Run 1, M1 wires:
Scale: 4 px per um. Supply wires on this layer in gray. Cells faint in the background.
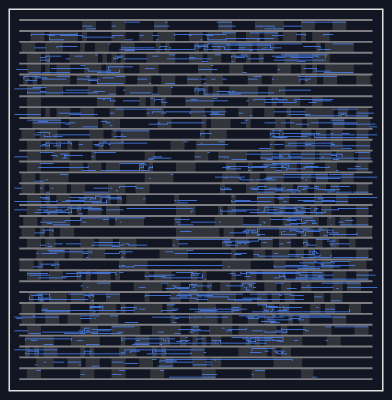
Run 1, the metal 3 layer:
Scale: 6 px per um. Cells faint in the background.
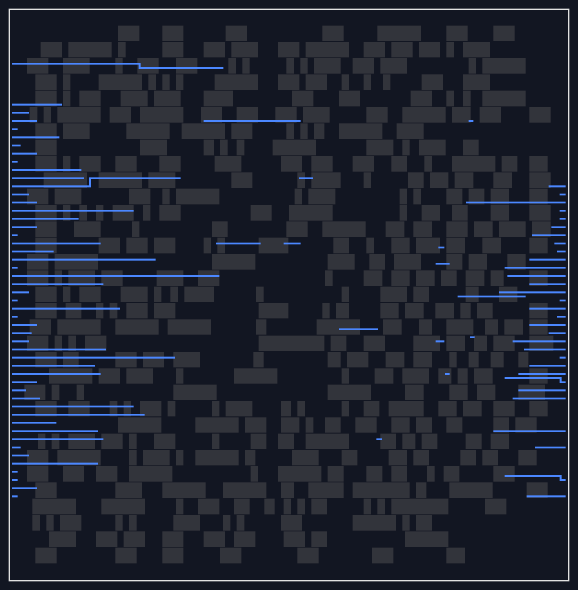
Run 1, M2 wires:
Scale: 4 px per um.
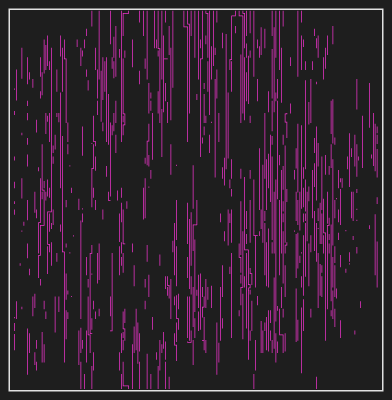
Run 1, routing congestion:
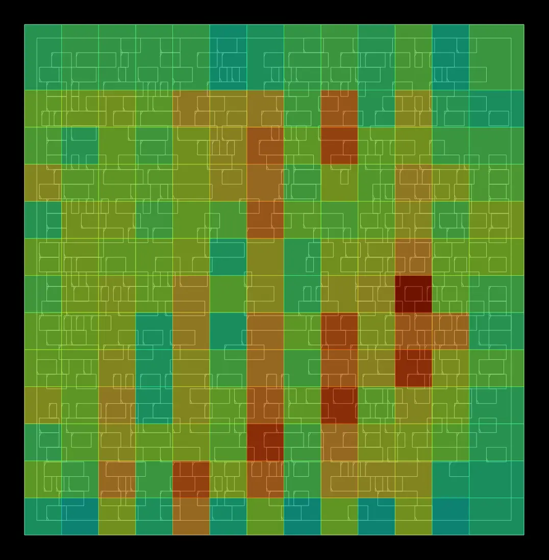
[config.mk]
export PLATFORM = sky130hd
export DESIGN_NAME = regfile_wb_arbiter_flat
export DESIGN_NICKNAME = d
export VERILOG_FILES = /design/src/rtl/regfile_wb_arbiter_pkg.sv /design/src/rtl/regfile_wb_arbiter_if.sv /design/src/rtl/regfile_wb_arbiter_wb_starve_counter.sv /design/src/rtl/regfile_wb_arbiter.sv /design/src/flat_wrapper.sv
export SDC_FILE = /design/constraint.sdc
export NUM_CORES = 1
export LEC_CHECK = 0
export CAP_MARGIN = 5
export CELL_PAD_IN_SITES_DETAIL_PLACEMENT = 1
export CELL_PAD_IN_SITES_GLOBAL_PLACEMENT = 1
export CORE_AREA = 2 2 91 93
export CTS_BUF_LIST = sky130_fd_sc_hd__clkbuf_4 sky130_fd_sc_hd__clkbuf_8
export CTS_CLUSTER_SIZE = 20
export DETAILED_ROUTE_END_ITERATION = 6
export DIE_AREA = 0 0 93 95
export PLACE_DENSITY_LB_ADDON = 0.12
export SLEW_MARGIN = 30
export SYNTH_ARGS = -nofsm -noshare
export SYNTH_HDL_FRONTEND = slang
export SYNTH_SLANG_ARGS = --single-unit
[constraint.sdc]
create_clock -name clk -period 4.09 [get_ports clk]
set_clock_uncertainty 0.2 [all_clocks]
set_input_delay 1.227 -clock clk [delete_from_list [all_inputs] [get_ports clk]]
set_output_delay 1.227 -clock clk [all_outputs]
set_load 0.01 [all_outputs]
[src/rtl/regfile_wb_arbiter_pkg.sv]
// Shared types and constants for the register-file writeback arbiter.
package regfile_wb_arbiter_pkg;

    // Writeback source identifiers: src0 = execute/ALU, src1 = load unit.
    typedef enum logic {
        WB_SRC_EXE = 1'b0,
        WB_SRC_LSU = 1'b1
    } wb_src_e;

    // Arbitration mode: NORMAL favours src0, FORCED favours src1.
    typedef enum logic {
        ARB_NORMAL = 1'b0,
        ARB_FORCED = 1'b1
    } arb_state_e;

    localparam logic [4:0]  REG_X0             = 5'd0;
    localparam logic [31:0] ZERO               = 32'd0;
    localparam int          DEF_DWIDTH         = 32;
    localparam int          DEF_STARVE_LIMIT   = 4;

    // A request only competes for the write port when it targets a real register.
    function automatic logic is_real_req(input logic valid, input logic [4:0] rd);
        return valid && (rd != REG_X0);
    endfunction

endpackage

[src/rtl/regfile_wb_arbiter_if.sv]
// Bundle of writeback-source handshakes, decode busy queries and the
// register-file write port driven by the arbiter.
interface regfile_wb_arbiter_if #(
    parameter int DWIDTH = 32
);
    logic              s0_valid_i;
    logic [4:0]        s0_rd_i;
    logic [DWIDTH-1:0] s0_data_i;
    logic              s0_ready_o;

    logic              s1_valid_i;
    logic [4:0]        s1_rd_i;
    logic [DWIDTH-1:0] s1_data_i;
    logic              s1_ready_o;

    logic [4:0]        rs1_i;
    logic [4:0]        rs2_i;
    logic              rs1_busy_o;
    logic              rs2_busy_o;

    logic              regwren_o;
    logic [4:0]        rd_o;
    logic [DWIDTH-1:0] datawb_o;

    // Arbiter side.
    modport slave (
        input  s0_valid_i, s0_rd_i, s0_data_i,
        output s0_ready_o,
        input  s1_valid_i, s1_rd_i, s1_data_i,
        output s1_ready_o,
        input  rs1_i, rs2_i,
        output rs1_busy_o, rs2_busy_o,
        output regwren_o, rd_o, datawb_o
    );

    // Pipeline/environment side.
    modport master (
        output s0_valid_i, s0_rd_i, s0_data_i,
        input  s0_ready_o,
        output s1_valid_i, s1_rd_i, s1_data_i,
        input  s1_ready_o,
        output rs1_i, rs2_i,
        input  rs1_busy_o, rs2_busy_o,
        input  regwren_o, rd_o, datawb_o
    );
endinterface

[src/rtl/regfile_wb_arbiter_wb_starve_counter.sv]
// Counts consecutive cycles the load unit loses arbitration and switches the
// arbiter into FORCED mode once the wait reaches STARVE_LIMIT.
module wb_starve_counter
    import regfile_wb_arbiter_pkg::*;
#(
    parameter int STARVE_LIMIT = DEF_STARVE_LIMIT
) (
    input  logic       clk,
    input  logic       rst_n,
    input  logic       i_s1_req,     // real (rd != x0) src1 request this cycle
    input  logic       i_s1_valid,   // raw src1 valid
    input  logic       i_s1_grant,   // src1 won the write port this cycle
    output arb_state_e o_state
);
    localparam int CW = $clog2(STARVE_LIMIT + 1);
    localparam logic [CW-1:0] LIMIT = CW'(STARVE_LIMIT);

    logic [CW-1:0] r_count;
    logic [CW-1:0] w_count_next;
    arb_state_e    r_state;

    // Saturating loss count; an x0-only src1 request holds the count unchanged.
    always_comb begin
        w_count_next = r_count;
        if (i_s1_req && !i_s1_grant) begin
            w_count_next = (r_count == LIMIT) ? r_count : r_count + CW'(1);
        end else if (!i_s1_valid || i_s1_grant) begin
            w_count_next = '0;
        end
    end

    // Register the count and the mode derived from it so the mode is glitch-free.
    always_ff @(posedge clk) begin
        if (!rst_n) begin
            r_count <= '0;
            r_state <= ARB_NORMAL;
        end else begin
            r_count <= w_count_next;
            r_state <= (w_count_next == LIMIT) ? ARB_FORCED : ARB_NORMAL;
        end
    end

    assign o_state = r_state;

endmodule

[src/rtl/regfile_wb_arbiter.sv]
// Arbitrates the single register-file write port between the execute unit
// (src0, fixed priority) and the load unit (src1, starvation-guarded), registers
// the winning write, and reports pending writes to decode as busy flags.
module regfile_wb_arbiter
    import regfile_wb_arbiter_pkg::*;
#(
    parameter int DWIDTH       = DEF_DWIDTH,
    parameter int STARVE_LIMIT = DEF_STARVE_LIMIT
) (
    input logic                  clk,
    input logic                  rst_n,
    regfile_wb_arbiter_if.slave  bus
);
    logic              w_s0_real;
    logic              w_s1_real;
    logic              w_s0_x0;
    logic              w_s1_x0;
    logic              w_g0;
    logic              w_g1;
    logic              w_grant;
    wb_src_e           w_winner;
    arb_state_e        w_state;

    logic              r_regwren;
    logic [4:0]        r_rd;
    logic [DWIDTH-1:0] r_datawb;

    assign w_s0_real = is_real_req(bus.s0_valid_i, bus.s0_rd_i);
    assign w_s1_real = is_real_req(bus.s1_valid_i, bus.s1_rd_i);
    assign w_s0_x0   = bus.s0_valid_i && (bus.s0_rd_i == REG_X0);
    assign w_s1_x0   = bus.s1_valid_i && (bus.s1_rd_i == REG_X0);

    wb_starve_counter #(
        .STARVE_LIMIT (STARVE_LIMIT)
    ) u_starve (
        .clk        (clk),
        .rst_n      (rst_n),
        .i_s1_req   (w_s1_real),
        .i_s1_valid (bus.s1_valid_i),
        .i_s1_grant (w_g1),
        .o_state    (w_state)
    );

    // Pick at most one real request; the mode decides who has priority.
    always_comb begin
        w_g0 = 1'b0;
        w_g1 = 1'b0;
        if (w_state == ARB_FORCED) begin
            w_g1 = w_s1_real;
            w_g0 = w_s0_real && !w_s1_real;
        end else begin
            w_g0 = w_s0_real;
            w_g1 = w_s1_real && !w_s0_real;
        end
    end

    assign w_grant  = w_g0 || w_g1;
    assign w_winner = w_g1 ? WB_SRC_LSU : WB_SRC_EXE;

    // x0 writes are discarded, so they are accepted immediately without arbitration.
    assign bus.s0_ready_o = w_g0 || w_s0_x0;
    assign bus.s1_ready_o = w_g1 || w_s1_x0;

    // Register the winning write; address/data hold when nothing is granted.
    always_ff @(posedge clk) begin
        if (!rst_n) begin
            r_regwren <= 1'b0;
            r_rd      <= REG_X0;
            r_datawb  <= '0;
        end else begin
            r_regwren <= w_grant;
            if (w_grant) begin
                r_rd     <= (w_winner == WB_SRC_LSU) ? bus.s1_rd_i   : bus.s0_rd_i;
                r_datawb <= (w_winner == WB_SRC_LSU) ? bus.s1_data_i : bus.s0_data_i;
            end
        end
    end

    assign bus.regwren_o = r_regwren;
    assign bus.rd_o      = r_rd;
    assign bus.datawb_o  = r_datawb;

    // A source register is busy while any write to it is requested or in flight.
    logic [4:0] w_rs   [2];
    logic       w_busy [2];

    assign w_rs[0] = bus.rs1_i;
    assign w_rs[1] = bus.rs2_i;

    generate
        for (genvar gi = 0; gi < 2; gi++) begin : g_busy
            assign w_busy[gi] = (w_rs[gi] != REG_X0) && (
                                    (r_regwren      && (r_rd        == w_rs[gi])) ||
                                    (bus.s0_valid_i && (bus.s0_rd_i == w_rs[gi])) ||
                                    (bus.s1_valid_i && (bus.s1_rd_i == w_rs[gi])));
        end
    endgenerate

    assign bus.rs1_busy_o = w_busy[0];
    assign bus.rs2_busy_o = w_busy[1];

endmodule

[src/flat_wrapper.sv]
// flat-port wrapper written by rule: the top's interface ports become plain ports
module regfile_wb_arbiter_flat import regfile_wb_arbiter_pkg::*;
#(
    parameter int DWIDTH       = DEF_DWIDTH,
    parameter int STARVE_LIMIT = DEF_STARVE_LIMIT
)
  (clk, rst_n, bus_s0_valid_i, bus_s0_rd_i, bus_s0_data_i, bus_s0_ready_o, bus_s1_valid_i, bus_s1_rd_i, bus_s1_data_i, bus_s1_ready_o, bus_rs1_i, bus_rs2_i, bus_rs1_busy_o, bus_rs2_busy_o, bus_regwren_o, bus_rd_o, bus_datawb_o);
  regfile_wb_arbiter_if #(.DWIDTH(DWIDTH)) bus_i ();
  input logic clk;
  input logic rst_n;
  input wire logic [$bits(bus_i.s0_valid_i)-1:0] bus_s0_valid_i;
  input wire logic [$bits(bus_i.s0_rd_i)-1:0] bus_s0_rd_i;
  input wire logic [$bits(bus_i.s0_data_i)-1:0] bus_s0_data_i;
  output wire logic [$bits(bus_i.s0_ready_o)-1:0] bus_s0_ready_o;
  input wire logic [$bits(bus_i.s1_valid_i)-1:0] bus_s1_valid_i;
  input wire logic [$bits(bus_i.s1_rd_i)-1:0] bus_s1_rd_i;
  input wire logic [$bits(bus_i.s1_data_i)-1:0] bus_s1_data_i;
  output wire logic [$bits(bus_i.s1_ready_o)-1:0] bus_s1_ready_o;
  input wire logic [$bits(bus_i.rs1_i)-1:0] bus_rs1_i;
  input wire logic [$bits(bus_i.rs2_i)-1:0] bus_rs2_i;
  output wire logic [$bits(bus_i.rs1_busy_o)-1:0] bus_rs1_busy_o;
  output wire logic [$bits(bus_i.rs2_busy_o)-1:0] bus_rs2_busy_o;
  output wire logic [$bits(bus_i.regwren_o)-1:0] bus_regwren_o;
  output wire logic [$bits(bus_i.rd_o)-1:0] bus_rd_o;
  output wire logic [$bits(bus_i.datawb_o)-1:0] bus_datawb_o;
  assign bus_i.s0_valid_i = bus_s0_valid_i;
  assign bus_i.s0_rd_i = bus_s0_rd_i;
  assign bus_i.s0_data_i = bus_s0_data_i;
  assign bus_s0_ready_o = bus_i.s0_ready_o;
  assign bus_i.s1_valid_i = bus_s1_valid_i;
  assign bus_i.s1_rd_i = bus_s1_rd_i;
  assign bus_i.s1_data_i = bus_s1_data_i;
  assign bus_s1_ready_o = bus_i.s1_ready_o;
  assign bus_i.rs1_i = bus_rs1_i;
  assign bus_i.rs2_i = bus_rs2_i;
  assign bus_rs1_busy_o = bus_i.rs1_busy_o;
  assign bus_rs2_busy_o = bus_i.rs2_busy_o;
  assign bus_regwren_o = bus_i.regwren_o;
  assign bus_rd_o = bus_i.rd_o;
  assign bus_datawb_o = bus_i.datawb_o;
  regfile_wb_arbiter #(.DWIDTH(DWIDTH), .STARVE_LIMIT(STARVE_LIMIT)) u_core (.clk(clk), .rst_n(rst_n), .bus(bus_i));
endmodule
==> Table 3: Implementation characteristics, run 1 <==
Characteristics after synthesis and place and route

Parameter                              Value

Power
  Power per unit of standard cell area .................. 274.1 nW/um^2
  Leakage Power .................. 1.678 nW
  Leading power group .................. sequential cells
  PnR Total Power .................. 1.096 mW
  Power Combinational .................. 306 uW
  Switching part of the total .................. 27.21%
  Power of the clock network .................. 329 uW
  Switch Pwr .................. 298.3 uW
  Logic pwr share .................. 27.9%
  Share of total power in sequential cells .................. 42.0%
  Maximum vdd drop .................. 0.1251 mV

Clock tree
  Cell at the root of the clock tree .................. clkbuf_8
  CTS tree .................. done
  Count of instances resized after the clock tree is built .................. 27
  Number of levels in the clock H-tree .................. 2
  Hold bufs inserted after CTS .................. 0
  CTS sink cnt .................. 42
  Clock transition at path regs .................. 80 ps
  Clock Path Buffers .................. 2
  Number of clock buffers inserted by TritonCTS .................. 5
  Post-CTS Setup Bufs .................. 0
  Clock latency on the worst-skew pair .................. 290 ps

Setup path
  Crit-path max cell delay .................. 490 ps
  Worst reg-to-reg setup slack .................. 2410 ps
  Arrival time worst endpoint .................. 2610 ps
  Type of element launching the critical path .................. input pin
  Dominant delay contributor by cell family on the critical path .................. buffers and inverters
  Kind of end point of the critical path .................. output port
  Critical path launch point .................. bus_rs2_i[2]
  Crit Path Max Fanout .................. 3
  Number of buffers and inverters on the critical path .................. 3
  Start of the worst register-to-register path .................. u_core.u_starve.o_state$_SDFF_PN0_
  Slowest stage cell on the critical path .................. or4_4
  Critical Setup Path Class .................. in2out
  Depth of the worst register-to-register path .................. 6
  R2r endpoint .................. u_core.bus.datawb_o[5]$_SDFFE_PN0P_
  Critical Path End .................. bus_rs2_busy_o
  Required time at the worst-slack endpoint .................. 2660 ps

Yosys
  Async SR Flop Fraction .................. 0%
  Post-synth seq share .................. 36.76%
  Area fraction in compound gates after synthesis .................. 26.53%
  Number of nets produced by synthesis .................. 339
  Simple logic cell fraction of the synthesized area .................. 19.37%
  Post-synthesis cell type with the largest combined area .................. dfxtp_1
  Adder-cell share of the synthesized area .................. 1.094%
  Post-synthesis share of cell area spent on xor and xnor gates .................. 11.49%
  Top area cells in the synthesized netlist .................. dfxtp_1, a22oi_2, nand2_1
  Post-synthesis area per instance .................. 9.186 um^2
  Flip-flop cell with the highest count after synthesis .................. dfxtp_1
  Mux cell area share after synthesis .................. 0%
  Number of unique standard cell types used by synthesis .................. 33
  List of most frequent post-synthesis cells .................. nand2_1, dfxtp_1, a22oi_2
  Registers, synthesis .................. 42
  Cells in synth_stat.txt .................. 249
  Synth top cell by count .................. nand2_1
  Dominant kind of combinational cell .................. AND-OR/OR-AND gates
  Number of flops mapped to enable cells by yosys .................. 0
  Area share of the largest cell type after synthesis .................. 36.76%
  Number of standard cells after synthesis .................. 249
  Warnings, synthesis .................. 0
  Post-synthesis instance area .................. 2287 um^2

Global route
  Via count of the first global-routing pass .................. 2660
  Wire length of the first global-routing pass .................. 12630 um
  Largest net degree at the start of global routing .................. 38
  Global-route total usage across every layer .................. 18.13%
  GR Overflow Total .................. 0
  GRT Max-Usage Layer .................. met2
  Number of antenna violations at the first check in global routing .................. 0

Final layout
  Largest register FFs .................. 32
  Top cell excl fill/tap .................. clkdlybuf4s50_1
  Mi-comb count .................. 190
  Area growth, synth to finish .................. 74.89%
  Count of clock-net buffers in the final layout .................. 5
  Relative area of non-clock buffer cells in the final design .................. 37.60%
  Buffers excl. clock .................. 158
  Final standard cell area without fillers .................. 4000 um^2
  Registers .................. 42
  Number of standard cells in the final layout excluding fillers .................. 509
  Combinational share of cell area .................. 34.81%
  Area of all sequential standard cells .................. 840.8 um^2
  # fillers .................. 936
  Ant. Diodes .................. 0
  Sequential share of cell area .................. 21.02%
  Gate Area .................. 1393 um^2
  Biggest Area Class .................. buffers

Final timing
  Post-route worst setup slack .................. 54.80 ps
  Highest clock frequency the design can meet .................. 247.8 MHz
  Max Slew Vio Count .................. 0
  Total Negative Setup Slacks .................. 0 ps
  Post-layout minimum cycle time .................. 4035 ps
  Relative max-transition margin .................. 74.73%
  Slew at the pin closest to its max-slew limit .................. 379.0 ps
  RSZ-0062 raised after global routing .................. yes
  Final worst-path cycle share .................. 98.66%
  Hold Worst Slack .................. 294.3 ps
  Final Hold Vio Count .................. 0

Worst hold path
  Hold endpoint .................. u_core.bus.datawb_o[6]$_SDFFE_PN0P_
  Launch point of the worst hold path .................. u_core.bus.datawb_o[6]$_SDFFE_PN0P_
  Number of cells traversed by the worst hold path .................. 2
  Hold Path Class .................. reg2reg

Detailed routing
  DRC .................. 0
  Iteration-0 DRC Markers .................. 77
  Count of TritonRoute iterations in the first routing pass .................. 5
  Met3 Routed Length .................. 694 um
  Highest signal layer in the routed design .................. met4
  Residual antenna-violating net count after detailed routing .................. 0
  WL met1 .................. 3124 um
  Detail-routed net length per standard cell .................. 15.37 um

Placement
  Total cell area at the placement stage .................. 3860 um^2
  Gp weighted congestion .................. 0.9505
  Buffers added on ports .................. 129
  Pre-CTS setup slack .................. -520.8 ps
  Number of placed cells counting well taps .................. 501
  Detailed placer's ending HPWL .................. 6136 um

Run
  Count of tool warnings .................. 28
  Total of max-cap violations .................. 0

Floorplanning
  Die X .................. 93 um
  Row count .................. 33
  DIE AREA .................. 8835 um^2
  Num tapcells .................. 105
  Vert. Die Dim .................. 95 um
  Placeable core region .................. 7928 um^2

Status
  Result of the run .................. finished clean
About 'M1 wires':
The layer holds 40% of the routed length. The layer carries 3120 um of wire.

About 'the metal 3 layer':
The layer holds 8.9% of the routed length. The layer carries 694 um of wire. The wires run mostly horizontal. The longest straight run is 34.3 um. 87 nets have wire on it.
met3 capacity usage during global routing: 7.023%
Vias: 2410

About 'M2 wires':
432 nets have wire on it. The longest straight run is 41.0 um. The layer holds 49% of the routed length. The layer carries 3860 um of wire. The wires run mostly vertical.
aggregate routed wire length: 7823 um
global-route met2 utilization: 32.49%

About 'routing congestion':
M1 GR Usage: 20.11%
Post-Route Utilization: 50.46%

## Run 2: what changed since run 1
--- a/config.mk
+++ b/config.mk
@@ -14,6 +14,7 @@
 export DETAILED_ROUTE_END_ITERATION = 6
 export DIE_AREA = 0 0 93 95
 export PLACE_DENSITY_LB_ADDON = 0.12
+export SKIP_CTS_REPAIR_TIMING = 1
 export SLEW_MARGIN = 30
 export SYNTH_ARGS = -nofsm -noshare
 export SYNTH_HDL_FRONTEND = slang
==> Table 3: Implementation characteristics, run 2 <==
Characteristics after synthesis and place and route

Parameter                              Value

Status
  Result of the run .................. finished, violations left
  Failing checks .................. setup timing

Final layout
  Dominant logic cell types in the final layout .................. clkdlybuf4s50_1, nand2_1, dfxtp_1
  Relative area of non-clock buffer cells in the final design .................. 38.50%
  Post-Route Utilization .................. 50.84%
  Combinational share of cell area .................. 34.12%
  Clock-cell share .................. 2.701%
  Area of all sequential standard cells .................. 840.8 um^2
  Final standard cell area without fillers .................. 4030 um^2
  Inverter count of the layout excluding clock inverters .................. 6
  Net total in the final layout .................. 493
  Sequential share of cell area .................. 20.86%
  Largest register FFs .................. 32
  Share of post-route cells with drive strength above 1 .................. 20.30%
  Biggest Area Class .................. buffers
  Count of clock-net buffers in the final layout .................. 5
  Area growth, synth to finish .................. 76.20%
  Gate Area .................. 1375 um^2
  Buffers excl. clock .................. 158
  Registers .................. 42
  Ant. Diodes .................. 0
  Top cell excl fill/tap .................. clkdlybuf4s50_1
  Number of standard cells in the final layout excluding fillers .................. 509
  # fillers .................. 924
  Mi-comb count .................. 190

Detailed routing
  Detail-routed net length per standard cell .................. 15.71 um
  Average vias per placed instance .................. 4.760
  Met2 WL post-DR .................. 3987 um
  WL met1 .................. 3118 um
  Residual antenna-violating net count after detailed routing .................. 0
  Met3 Routed Length .................. 743 um
  Highest signal layer in the routed design .................. met4
  Count of TritonRoute iterations in the first routing pass .................. 4
  DRC .................. 0
  Iteration-0 DRC Markers .................. 68

Placement
  Buffers added on ports .................. 129
  Number of placed cells counting well taps .................. 501
  Pre-CTS setup slack .................. -520.8 ps
  Gp weighted congestion .................. 0.9505
  Total cell area at the placement stage .................. 3860 um^2
  Detailed placer's ending HPWL .................. 6136 um

Run
  Count of tool warnings .................. 28
  Total of max-cap violations .................. 0

Clock tree
  Number of clock buffers inserted by TritonCTS .................. 5
  Clock Path Buffers .................. 2
  CTS sink cnt .................. 42
  Number of levels in the clock H-tree .................. 2
  CTS tree .................. done
  Clock transition at path regs .................. 80 ps
  Clock latency on the worst-skew pair .................. 290 ps
  Cell at the root of the clock tree .................. clkbuf_8

Global route
  Via count of the first global-routing pass .................. 2655
  M1 GR Usage .................. 19.95%
  Global-route met2 utilization .................. 32.49%
  Number of antenna violations at the first check in global routing .................. 0
  Wire length of the first global-routing pass .................. 12630 um
  GRT Max-Usage Layer .................. met2
  Global-route total usage across every layer .................. 18.09%
  GR Overflow Total .................. 0
  Largest net degree at the start of global routing .................. 38
  Met3 capacity usage during global routing .................. 7.103%

Setup path
  Worst reg-to-reg setup slack .................. 2420 ps
  Type of element launching the critical path .................. input pin
  R2r endpoint .................. u_core.bus.datawb_o[5]$_SDFFE_PN0P_
  Dominant delay contributor by cell family on the critical path .................. buffers and inverters
  Cell-by-cell trace of the critical path .................. clkdlybuf4s50_1 > xor2_1 > nor4_2 > and3_1 > a31oi_1 > a21oi_1 > clkbuf_2
  Arrival time worst endpoint .................. 2680 ps
  Required time at the worst-slack endpoint .................. 2660 ps
  Start of the worst register-to-register path .................. u_core.u_starve.o_state$_SDFF_PN0_
  Depth of the worst register-to-register path .................. 6
  Slowest stage cell on the critical path .................. clkdlybuf4s50_1
  Critical Path End .................. bus_rs2_busy_o
  Critical path launch point .................. bus_rs2_i[3]
  Crit Path Max Fanout .................. 2
  Path length in cells of the critical path .................. 7
  Number of buffers and inverters on the critical path .................. 2
  Kind of end point of the critical path .................. output port
  Crit-path max cell delay .................. 450 ps
  Critical Setup Path Class .................. in2out

Floorplanning
  Row count .................. 33
  Placeable core region .................. 7928 um^2
  Die X .................. 93 um
  Pre-placement core utilization .................. 28.85%
  Vert. Die Dim .................. 95 um
  DIE AREA .................. 8835 um^2
  Num tapcells .................. 105
  I/O pin cnt .................. 130

Final timing
  Slew at the pin closest to its max-slew limit .................. 379.0 ps
  RSZ-0062 raised after global routing .................. yes
  Post-route worst setup slack .................. -17.40 ps
  Max Slew Vio Count .................. 0
  Final worst-path cycle share .................. 100.4%
  Post-layout minimum cycle time .................. 4107 ps
  Total Negative Setup Slacks .................. -17.40 ps
  Number of endpoints failing setup at the final stage .................. 1
  Highest clock frequency the design can meet .................. 243.5 MHz
  Relative max-transition margin .................. 74.73%
  Final Hold Vio Count .................. 0
  Hold Worst Slack .................. 294.3 ps

Yosys
  Dominant kind of combinational cell .................. AND-OR/OR-AND gates
  Area share of the largest cell type after synthesis .................. 36.76%
  Warnings, synthesis .................. 0
  Top area cells in the synthesized netlist .................. dfxtp_1, a22oi_2, nand2_1
  Number of flops mapped to enable cells by yosys .................. 0
  Number of unique standard cell types used by synthesis .................. 33
  Post-synth seq share .................. 36.76%
  Number of standard cells after synthesis .................. 249
  Async SR Flop Fraction .................. 0%
  Post-synthesis area per instance .................. 9.186 um^2
  Synth top cell by count .................. nand2_1
  Cells in synth_stat.txt .................. 249
  List of most frequent post-synthesis cells .................. nand2_1, dfxtp_1, a22oi_2
  Flip-flop cell with the highest count after synthesis .................. dfxtp_1
  Simple logic cell fraction of the synthesized area .................. 19.37%
  Mux cell area share after synthesis .................. 0%
  Post-synthesis instance area .................. 2287 um^2
  Post-synthesis share of cell area spent on xor and xnor gates .................. 11.49%
  Registers, synthesis .................. 42
  Number of nets produced by synthesis .................. 339
  Area fraction in compound gates after synthesis .................. 26.53%
  Post-synthesis cell type with the largest combined area .................. dfxtp_1
  Adder-cell share of the synthesized area .................. 1.094%

Worst hold path
  Hold Path Class .................. reg2reg
  Number of cells traversed by the worst hold path .................. 2
  Hold endpoint .................. u_core.bus.datawb_o[6]$_SDFFE_PN0P_
  Launch point of the worst hold path .................. u_core.bus.datawb_o[6]$_SDFFE_PN0P_

Power
  Power per unit of standard cell area .................. 272.9 nW/um^2
  Leading power group .................. sequential cells
  Logic pwr share .................. 28.2%
  Power of the clock network .................. 329 uW
  Leakage Power .................. 1.773 nW
  Seq. pwr .................. 461 uW
  Power Combinational .................. 310 uW
  Share of total power in sequential cells .................. 41.9%
  Switching part of the total .................. 27.13%
  Clock power share .................. 29.9%
  PnR Total Power .................. 1.100 mW
  Maximum vdd drop .................. 0.1249 mV
  Switch Pwr .................. 298.4 uW
Run 2, the metal 3 layer:
Scale: 6 px per um. Cells faint in the background.
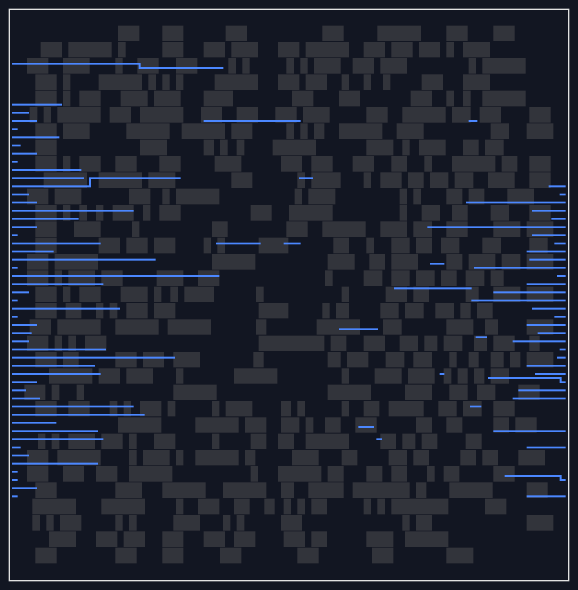
The layer carries 744 um of wire. The layer holds 9.3% of the routed length. The longest straight run is 34.3 um. The wires run mostly horizontal. 87 nets have wire on it.

Run 2, M2 wires:
Scale: 4 px per um.
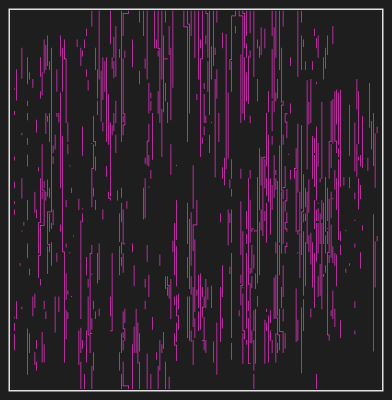
434 nets have wire on it. The longest straight run is 41.0 um.
Vias: 2423
aggregate routed wire length: 7994 um

Power and IR drop assume default switching activity.
